### Nets reached from selected ports

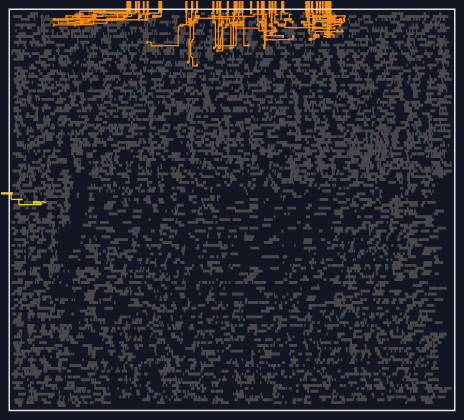
### Clock wiring as the flow saved it

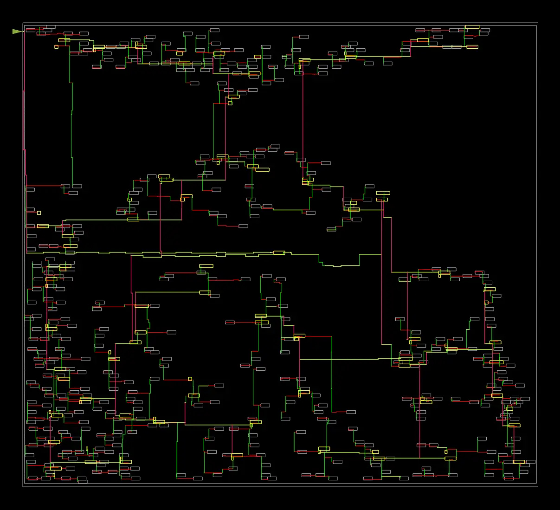
Design poly_mult_iter, sky130hd; sources not shown.
==> flow_summary_export.csv <==
group,metric,value,unit
run_status,status,"finished, violations left",
run_status,violations,"setup timing",
clock_tree,cts_buffers,58,
setup_path,slowest_stage,"xor2_4",
global_routing,grt_pass1_wl,477900,um
power,power_frac_clock,0.189,
sta,finalCriticalPeriod,10.92,ns
global_routing,overflow,0,
logic_synthesis,yosys_area,47670,um^2
logic_synthesis,ys_warn_count,0,
logic_synthesis,area_leaders,"dfxtp_1, fa_1, mux4_2",
layout,finalNetCount,6967,
power,internal-power,4.801,mW
setup_path,max_stage_delay,0.74,ns
detailed_routing,avgViaCountPerCell,6.555,
detailed_routing,drc,0,
clock_tree,htreeDepth,2,
clock_tree,cts_tree,"yes",
sta,setup_ws,-0.1200,ns
setup_path,startpoint_type,"flip-flop",
floorplan,fp_util,0.3027,
power,combPwrFrac,0.650,
layout,layout_top_cell,"nand2_1",
sta,setup_viol,1,
power,p_leak,22.97,nW
detailed_routing,drtAntennaViolNets,0,
floorplan,die.size.y,380.2,um
clock_tree,post_cts_buffers,0,
clock_tree,cts_buffer_depth,3,
logic_synthesis,synth.avg_cell_area,8.161,um^2
layout,fin_cells,8451,
placed_design,hpwlAfterDp,300600,um
Back to the opening pictures, 'Nets reached from selected ports':
[yellow] o_ovf | bits: 1 | direction: output | end cells: 1 | wire: 50.8 um
[orange] i_dat_a | bits: 45 | direction: input | end cells: 90 | wire: 2320 um
Top Ports: 188
I/O Buffers: 186

Back to the opening pictures, 'Clock wiring as the flow saved it':
power in the clock group: 2.15 mW
clk latency late pin: 0.77 ns
CLK BUF: 75

power by group through the flow:
stage                     clock [mW]  sequential [mW]  combinational [mW]
final                           2.15             1.82                7.39
after global routing            2.20             1.82                7.21
after CTS                       2.15             1.81                6.77
after detailed placement           0             1.84                6.74
after global placement             0             1.84                5.86
after floorplan                    0             1.78                2.59
metrics by stage:
stage / hold slack, ns / setup TNS, ns
2_1_floorplan: 0.2821 / 0
3_3_place_gp: 0.2883 / -670.67
3_5_place_dp: 0.2948 / -91.48
4_1_cts: 0.3037 / 0
5_1_grt: 0.3161 / 0
6_report: 0.3033 / -0.1200
cells in the mapped netlist, drive strengths merged, types with 87 or more instances:
cell type,number
mux4,172
a22oi,87
dfxtp,422
o22ai,110
nand3,105
inv,431
and2,216
ha,291
nand2,922
fa,321
buf,101
clkbuf,356
nor2,374
mux2i,166
o21ai,339
a21oi,402
metal layers:
layer | wire length (um) | vias to the layer above | GRT usage
met5 | 1049 | - | 0.04018
met4 | 26890 | 52 | 0.2607
met3 | 56460 | 1150 | 0.2523
met2 | 136100 | 4395 | 0.5667
met1 | 148800 | 27920 | 0.5683
li1 | - | 21870 | -
layout make-up:
type / instances / area (um^2)
plain buffers: 455 / 1921
multi-input cells: 4530 / 37000
well taps: 2100 / 2628
fillers: 16430 / 99100
flip-flops and latches: 422 / 8448
clock inverters: 31 / 434.2
diodes: 45 / 112.6
repair buffers: 361 / 4622
inverters: 432 / 1622
clock buffers: 75 / 1585
what timing repair did:
item	in CTS	in global routing
hold buffers	0	0
gates resized	12	2
setup endpoints to repair	190	52
critical path, delay by kind of cell (launching register included):
family / cells / cell delay (ns)
buffers and inverters: 13 / 4.36
AOI/OAI and AO/OA: 8 / 2.20
adders and majority gates: 3 / 1.24
muxes: 2 / 1.11
xor gates and xnor gates: 1 / 0.74
DFF: 1 / 0.57
and+or+nand+nor: 1 / 0.23
logic make-up after synthesis:
group,share of synthesized area
AND-OR/OR-AND,0.2326
flip-flops,0.1772
buffers and inverters,0.07216
adder cells (fa/ha/maj),0.2112
XOR/XNOR,0.01974
multiplexers,0.1164
AND/OR/NAND/NOR,0.1707
Power figures rest on the tool's default switching activity, not on a simulated workload.
